### src/rtl/temp_scan_ctrl_pkg.sv
`default_nettype none
// ============================================================================
// Package  : temp_pkg
// Purpose  : Shared widths, divider length and scan FSM encoding for the
//            temperature scan controller.
// Revision : 1.0 - initial release
// ============================================================================
package temp_pkg;
   localparam int DIV_CYCLES = 16;
   localparam int SUM_W      = 16;
   localparam int CNT_W      = 8;

   typedef logic [2:0] temp_scan_state_t;

   localparam temp_scan_state_t ST_IDLE   = 3'd0;
   localparam temp_scan_state_t ST_SELECT = 3'd1;
   localparam temp_scan_state_t ST_REQ    = 3'd2;
   localparam temp_scan_state_t ST_DIVIDE = 3'd3;
   localparam temp_scan_state_t ST_DONE   = 3'd4;
endpackage
`default_nettype wire

### src/rtl/temp_scan_ctrl_serial_div.sv
`default_nettype none
// ============================================================================
// Module   : temp_serial_div
// Purpose  : Fixed-length restoring divider, one quotient bit per cycle.
// Revision : 1.0 - initial release
// ============================================================================
module temp_serial_div
   import temp_pkg::*;
#(
   parameter int DVD_W = SUM_W,
   parameter int DSR_W = CNT_W,
   parameter int QUO_W = 8
) (
   input  logic             clk_i,
   input  logic             rst_i,
   input  logic             start_i,
   input  logic [DVD_W-1:0] dividend_i,
   input  logic [DSR_W-1:0] divisor_i,
   output logic             busy_o,
   output logic             done_o,
   output logic [QUO_W-1:0] quotient_o
);
   localparam int                STEP_W      = $clog2(DIV_CYCLES);
   localparam logic [STEP_W-1:0] c_step_last = STEP_W'(DIV_CYCLES - 1);

   logic              busy_q, busy_d;
   logic [STEP_W-1:0] step_q, step_d;
   logic [DVD_W-1:0]  dvd_q, dvd_d;
   logic [DSR_W-1:0]  dsr_q, dsr_d;
   logic [DSR_W-1:0]  rem_q, rem_d;
   logic [DSR_W:0]    trial;
   logic [DSR_W:0]    diff;
   logic              fits;
   logic [DVD_W-1:0]  dvd_next;

   // Quotient bits shift into the dividend register as dividend bits shift out.
   always_comb begin
      trial    = {rem_q, dvd_q[DVD_W-1]};
      diff     = trial - {1'b0, dsr_q};
      fits     = ~diff[DSR_W];
      dvd_next = {dvd_q[DVD_W-2:0], fits};

      busy_d = busy_q;
      step_d = step_q;
      dvd_d  = dvd_q;
      dsr_d  = dsr_q;
      rem_d  = rem_q;
      if (start_i && !busy_q) begin
         busy_d = 1'b1;
         step_d = '0;
         dvd_d  = dividend_i;
         dsr_d  = divisor_i;
         rem_d  = '0;
      end else if (busy_q) begin
         dvd_d  = dvd_next;
         rem_d  = fits ? diff[DSR_W-1:0] : trial[DSR_W-1:0];
         step_d = step_q + 1'b1;
         if (step_q == c_step_last) begin
            busy_d = 1'b0;
         end
      end
   end

   always_ff @(posedge clk_i or posedge rst_i) begin
      if (rst_i) begin
         busy_q <= 1'b0;
         step_q <= '0;
         dvd_q  <= '0;
         dsr_q  <= '0;
         rem_q  <= '0;
      end else begin
         busy_q <= busy_d;
         step_q <= step_d;
         dvd_q  <= dvd_d;
         dsr_q  <= dsr_d;
         rem_q  <= rem_d;
      end
   end

   // Result is presented together with done, in the final iteration cycle.
   assign busy_o     = busy_q;
   assign done_o     = busy_q && (step_q == c_step_last);
   assign quotient_o = dvd_next[QUO_W-1:0];
endmodule
`default_nettype wire

### src/rtl/temp_scan_ctrl.sv
`default_nettype none
// ============================================================================
// Module   : temp_scan_ctrl
// Purpose  : Sequential sensor scan over a shared read bus; sum, count, average.
// Revision : 1.0 - initial release
// ============================================================================
module temp_scan_ctrl
   import temp_pkg::*;
#(
   parameter int WIDTH   = 5,
   parameter int DATA_W  = 8,
   parameter int TIMEOUT = 15
) (
   input  logic              clk_i,
   input  logic              rst_i,
   input  logic              start_i,
   input  logic [WIDTH-1:0]  sensors_en_i,
   output logic              rd_req_o,
   output logic [7:0]        rd_idx_o,
   input  logic              rd_ack_i,
   input  logic [DATA_W-1:0] rd_data_i,
   output logic              busy_o,
   output logic              done_o,
   output logic [SUM_W-1:0]  temp_sum_o,
   output logic [CNT_W-1:0]  nr_active_sensors_o,
   output logic [DATA_W-1:0] temp_avg_o,
   output logic [WIDTH-1:0]  err_mask_o
);
   localparam logic [7:0] c_last_idx = 8'(WIDTH);
   localparam logic [7:0] c_tmo_last = 8'(TIMEOUT - 1);

   temp_scan_state_t  state_q, state_d;
   logic [WIDTH-1:0]  en_q, en_d;
   logic [WIDTH-1:0]  err_q, err_d;
   logic [7:0]        idx_q, idx_d;
   logic [7:0]        timer_q, timer_d;
   logic [SUM_W-1:0]  sum_q, sum_d;
   logic [CNT_W-1:0]  cnt_q, cnt_d;
   logic [SUM_W-1:0]  sum_out_q, sum_out_d;
   logic [CNT_W-1:0]  cnt_out_q, cnt_out_d;
   logic [DATA_W-1:0] avg_out_q, avg_out_d;
   logic [WIDTH-1:0]  err_out_q, err_out_d;

   logic              div_start;
   logic              div_busy;
   logic              div_done;
   logic [DATA_W-1:0] div_quo;
   logic              cur_en;

   // Shift keeps the select in range even when idx has reached WIDTH.
   assign cur_en = |(en_q & (WIDTH'(1) << idx_q));

   always_comb begin
      state_d   = state_q;
      en_d      = en_q;
      err_d     = err_q;
      idx_d     = idx_q;
      timer_d   = timer_q;
      sum_d     = sum_q;
      cnt_d     = cnt_q;
      sum_out_d = sum_out_q;
      cnt_out_d = cnt_out_q;
      avg_out_d = avg_out_q;
      err_out_d = err_out_q;
      div_start = 1'b0;

      case (state_q)
         ST_IDLE: begin
            if (start_i) begin
               en_d    = sensors_en_i;
               err_d   = '0;
               idx_d   = '0;
               timer_d = '0;
               sum_d   = '0;
               cnt_d   = '0;
               state_d = ST_SELECT;
            end
         end
         ST_SELECT: begin
            if (idx_q == c_last_idx) begin
               if (cnt_q != '0) begin
                  div_start = 1'b1;
                  state_d   = ST_DIVIDE;
               end else begin
                  sum_out_d = sum_q;
                  cnt_out_d = cnt_q;
                  avg_out_d = '0;
                  err_out_d = err_q;
                  state_d   = ST_DONE;
               end
            end else if (cur_en) begin
               timer_d = '0;
               state_d = ST_REQ;
            end else begin
               idx_d = idx_q + 8'd1;
            end
         end
         ST_REQ: begin
            // An ack in the last allowed cycle takes priority over the timeout.
            if (rd_ack_i) begin
               sum_d   = sum_q + SUM_W'(rd_data_i);
               cnt_d   = cnt_q + 1'b1;
               idx_d   = idx_q + 8'd1;
               state_d = ST_SELECT;
            end else if (timer_q == c_tmo_last) begin
               err_d   = err_q | (WIDTH'(1) << idx_q);
               idx_d   = idx_q + 8'd1;
               state_d = ST_SELECT;
            end else begin
               timer_d = timer_q + 8'd1;
            end
         end
         ST_DIVIDE: begin
            if (div_done || !div_busy) begin
               sum_out_d = sum_q;
               cnt_out_d = cnt_q;
               avg_out_d = div_quo;
               err_out_d = err_q;
               state_d   = ST_DONE;
            end
         end
         ST_DONE: begin
            state_d = ST_IDLE;
         end
         default: begin
            state_d = ST_IDLE;
         end
      endcase
   end

   always_ff @(posedge clk_i or posedge rst_i) begin
      if (rst_i) begin
         state_q   <= ST_IDLE;
         en_q      <= '0;
         err_q     <= '0;
         idx_q     <= '0;
         timer_q   <= '0;
         sum_q     <= '0;
         cnt_q     <= '0;
         sum_out_q <= '0;
         cnt_out_q <= '0;
         avg_out_q <= '0;
         err_out_q <= '0;
      end else begin
         state_q   <= state_d;
         en_q      <= en_d;
         err_q     <= err_d;
         idx_q     <= idx_d;
         timer_q   <= timer_d;
         sum_q     <= sum_d;
         cnt_q     <= cnt_d;
         sum_out_q <= sum_out_d;
         cnt_out_q <= cnt_out_d;
         avg_out_q <= avg_out_d;
         err_out_q <= err_out_d;
      end
   end

   temp_serial_div #(
      .DVD_W (SUM_W),
      .DSR_W (CNT_W),
      .QUO_W (DATA_W)
   ) u_div (
      .clk_i      (clk_i),
      .rst_i      (rst_i),
      .start_i    (div_start),
      .dividend_i (sum_q),
      .divisor_i  (cnt_q),
      .busy_o     (div_busy),
      .done_o     (div_done),
      .quotient_o (div_quo)
   );

   assign rd_req_o            = (state_q == ST_REQ);
   assign rd_idx_o            = (state_q == ST_REQ) ? idx_q : 8'd0;
   assign busy_o              = (state_q != ST_IDLE);
   assign done_o              = (state_q == ST_DONE);
   assign temp_sum_o          = sum_out_q;
   assign nr_active_sensors_o = cnt_out_q;
   assign temp_avg_o          = avg_out_q;
   assign err_mask_o          = err_out_q;
endmodule
`default_nettype wire
### config.mk
export PLATFORM = sky130hd
export DESIGN_NAME = temp_scan_ctrl
export DESIGN_NICKNAME = d
export VERILOG_FILES = /design/src/rtl/temp_scan_ctrl_pkg.sv /design/src/rtl/temp_scan_ctrl_serial_div.sv /design/src/rtl/temp_scan_ctrl.sv
export SDC_FILE = /design/constraint.sdc
export NUM_CORES = 1
export LEC_CHECK = 0
export CAP_MARGIN = 0
export CORE_ASPECT_RATIO = 1.1
export CORE_UTILIZATION = 40
export DETAILED_ROUTE_END_ITERATION = 7
export PLACE_DENSITY = 0.57
export RECOVER_POWER = 100
export REMOVE_ABC_BUFFERS = 1
export SETUP_SLACK_MARGIN = 0.2
export SYNTH_ARGS = -nofsm -noshare
export SYNTH_HDL_FRONTEND = slang
export SYNTH_SLANG_ARGS = --single-unit
### constraint.sdc
create_clock -name clk_i -period 6.3 [get_ports clk_i]
set_input_delay 1.89 -clock clk_i [delete_from_list [all_inputs] [get_ports clk_i]]
set_output_delay 1.89 -clock clk_i [all_outputs]
set_load 0.01 [all_outputs]
Placed standard cells:
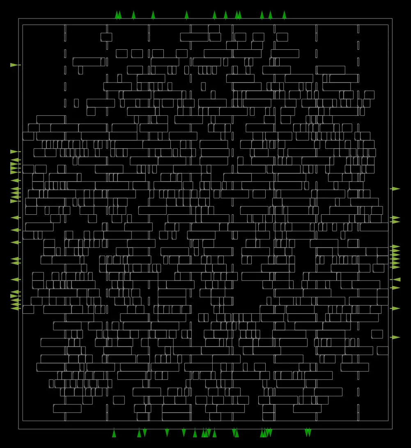
Core Box Area: 15700 um2
row count: 48
Flops: 127

Cell area per tile:
Scale: 3 px per um. 12 x 14 tiles, from dark blue (low) to red (high), 0 to 100% covered.
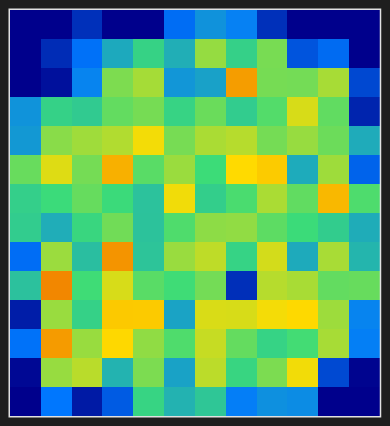
- emptiest ninth of the die: upper left
- nearly empty tiles: 8.9%
- tiles over 75% full: 7.1%
- mean over tiles: 46%

Cell sizes after repair:
Scale: 3 px per um.
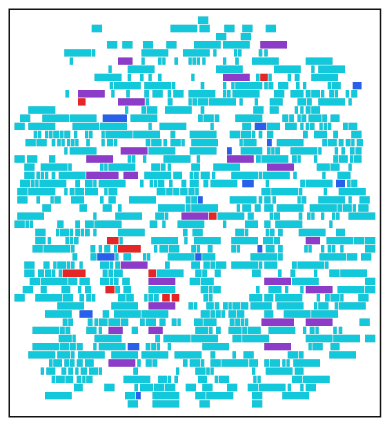
- _6 and larger: purple (cells 24; share 3.2%)
- _3 and _4 cells: red (cells 10; share 1.3%)
- _0 and _1 cells: cyan (cells 710; share 94%)
- _2 cells: blue (cells 14; share 1.8%)

==> reports/summary.txt <==
WL met2 - 7450 um
Final GP Congestion - 0.825
floorplan utilization - 41.1%
CTS Buf Count - 17
worst skew pair latency - 0.41 ns
grt ovf - 0
PD cells - 414 nW/um2
dpl hpwl - 10300 um
vias in the first global route - 5169
Yosys Chip Area - 6470 um2
Critical Path AT - 4.83 ns
fin nets - 787
Area Growth Syn to Fin - 21.1%
Clock Skews - 0.00668 ns
global-route wire length before repair - 25600 um
sequential share of power - 35.1%
Net Sw Frac - 36.6%
Logic pwr share - 34.5%
CTS Hold Bufs - 0
YS warnings - 0
post-CTS setup buffer count - 0
GRT Util Overall - 19.9%
clock slew seen by the registers of the worst setup and hold paths - 0.06 ns
per-cell routed wire length - 15.7 um
Final Hold Viols - 0
Layout Cells excl Fill - 958
clock group share of total power - 30.4%
CTS tree - done
iteration-0 DRC count of the detailed router - 392
Gate Area - 3030 um2
status - finished, violations left
IO buf count - 64
internal power - 2.06 mW
Met1 Wirelength - 6820 um
max_cap viols - 3
Tool Warnings - 28
FF-to-FF setup slack - 2.03 ns
CP required - 6.62 ns
DIE WIDTH - 123 um
Die Size - 16700 um2
Overall Power - 3.25 mW
share of cells above drive strength 1 - 6.33%
post-synth top area cell - dfrtp_1
vias - 5096
Static Leak - 3.81 nW
Fin Hold WS - 0.457 ns
total iterations of the first detailed-routing run - 4
Slew headroom - -61.4%
Post-synth top cells - nand2_1 (167), dfrtp_1 (127), o21ai_0 (52)
EDFF count, synth - 0
die height - 135 um
Switch Pwr - 1.19 mW
met3 wire len - 481 um
final-layout fill cell count - 1494
post-detailed-route count of antenna-violating nets - 0
FF+latch count, synth - 127
Setup TNS Final - 0 ns
classification of the worst setup path - in -> reg
htree depth - 4
measured slew at the worst slew-check pin - 2.41 ns
startpoint types - input port
initial antenna violation count - 0
area taken by flip-flops and latches - 3180 um2
main area contributors - dfrtp_1 (49%), nand2_1 (9.7%), ha_1 (4.5%), o21ai_0 (4.0%), mux2i_1 (3.3%)
worst hold path type - reg -> reg
CTS max path bufs - 2
Max VDD drop - 0.000184 V
IO Pins - 65
Worst Setup End Kind - flop
global routing usage on met2 - 32.6%
Clock Sinks - 127
most common cell in the synthesized netlist - nand2_1
cell count listed in synth_stat.txt - 689
largest net degree at the start of global routing - 62
Placed Instances - 926
overall routed net length - 15000 um
failing checks - max-capacitance violations, max-slew violations
DR vias/cell - 5.32
Root Buffer - clkbuf_16
Async SR Flop Fraction - 100%
busiest grt layer - met2
met1 GRT Util - 25.2%
RSZ-0062 raised after global routing - false
Period minus WS final - 4.50 ns
Mapped Cells - 689
Final Cycle Share - 71.5%
GR Util met3 - 4.67%
Mean Syn Cell Area - 9.38 um2
post-cts resize count - 0
Pins Over Slew Limit - 124
fmax - 222 MHz
Setup-failing EPs final - 0
ANT cells - 0
Mapped Area - 6470 um2
area share, top type - 49.1%
Post-synth seq share - 49.1%
crit path max fanout - 17
detailed-route DRC error count - 0
top_reg_cell synth - dfrtp_1
uppermost layer routed - met4
Netlist cell types - 64
==> layout by cell type (no fill, tap or decap), types with 15 or more instances in the layout <==
| cell | synthesis | final |
|---|---|---|
| nand2_1 | 167 | 167 |
| nor2_1 | 48 | 49 |
| ha_1 | 23 | 23 |
| xnor2_1 | 20 | 20 |
| inv_1 | 24 | 24 |
| dfrtp_1 | 127 | 127 |
| o21ai_0 | 52 | 55 |
| clkbuf_16 | 0 | 17 |
| dlygate4sd3_1 | 0 | 51 |
| nor3_1 | 15 | 15 |
| mux2i_1 | 21 | 21 |
| nand3_1 | 17 | 17 |
==> registers in the layout, summed over array words and instances, names as in the netlist <==
name,count
nr_active_sensors_o,8
sum_q,16
temp_sum_o,16
err_mask_o,5
state_q,3
u_div.step_q,4
en_q,5
u_div.dsr_q,8
u_div.dvd_q,16
u_div.busy_o,1
u_div.rem_q,8
idx_q,8
timer_q,8
cnt_q,8
temp_avg_o,8
err_q,5
==> path summary, 6_finish.rpt <==
path                                           start                          to  depth (start not counted)
setup / recovery                             start_i        cnt_q[7]$_DFFE_PP0P_                          7
hold / removal             temp_sum_o[2]$_DFFE_PP0P_   temp_sum_o[2]$_DFFE_PP0P_                          2
setup reg to reg                cnt_q[0]$_DFFE_PP0P_  u_div.dsr_q[0]$_DFFE_PP0P_                          7
hold reg to reg            temp_sum_o[2]$_DFFE_PP0P_   temp_sum_o[2]$_DFFE_PP0P_                          2
max in group asynchronous                      rst_i  u_div.dsr_q[3]$_DFFE_PP0P_                          3
min in group asynchronous                      rst_i   temp_sum_o[5]$_DFFE_PP0P_                          2
==> layout make-up <==
class	count	share of cell area, %
clock buffers	23	6.36
clock inverters	9	1.36
inverters	25	1.21
multi-input cells	504	38.7
flip-flops and latches	127	40.6
well taps	200	3.19
repair buffers	70	8.63
==> kinds of logic (layout without fill, tap and decap cells) <==
logic type / Yosys count / after routing / synth area share [%]
AND/OR/NAND/NOR: 303 / 303 / 21.5
XOR/XNOR: 33 / 33 / 4.47
adder cells (fa/ha/maj): 25 / 25 / 5.07
buffers and inverters: 58 / 127 / 3.91
flip-flops: 127 / 127 / 49.1
AND-OR/OR-AND: 118 / 118 / 11.8
multiplexers: 25 / 25 / 4.12
==> per-stage QoR <==
stage / area (um2) / utilization, % / setup slack [ns]
after floorplan: 6310 / - / 1.03
after global placement: 7260 / 46.2 / 1.95
after detailed placement: 7260 / 46.2 / 1.84
after CTS: 7870 / 50.0 / 2.05
after global routing: 7830 / 49.8 / 1.37
final: 7830 / 49.8 / 1.80
==> worst max-delay path: stages <==
cell and delay (ns):
dlygate4sd3_1 0.58, inv_1 0.07, nor2_1 0.90, nor2_1 0.47, nand4b_1 0.35, or3_1 0.39
a21oi_1 0.17
==> power groups by stage <==
| stage | logic [mW] | registers, mW | clock network (mW) |
|---|---|---|---|
| global route | 1.27 | 1.17 | 1.05 |
| global placement | 1.14 | 1.15 | 0 |
| CTS | 1.17 | 1.14 | 1.01 |
| detailed placement | 1.17 | 1.15 | 0 |
| finish | 1.12 | 1.14 | 0.985 |
| floorplan | 0.745 | 1.14 | 0 |
Power and IR drop assume default switching activity.
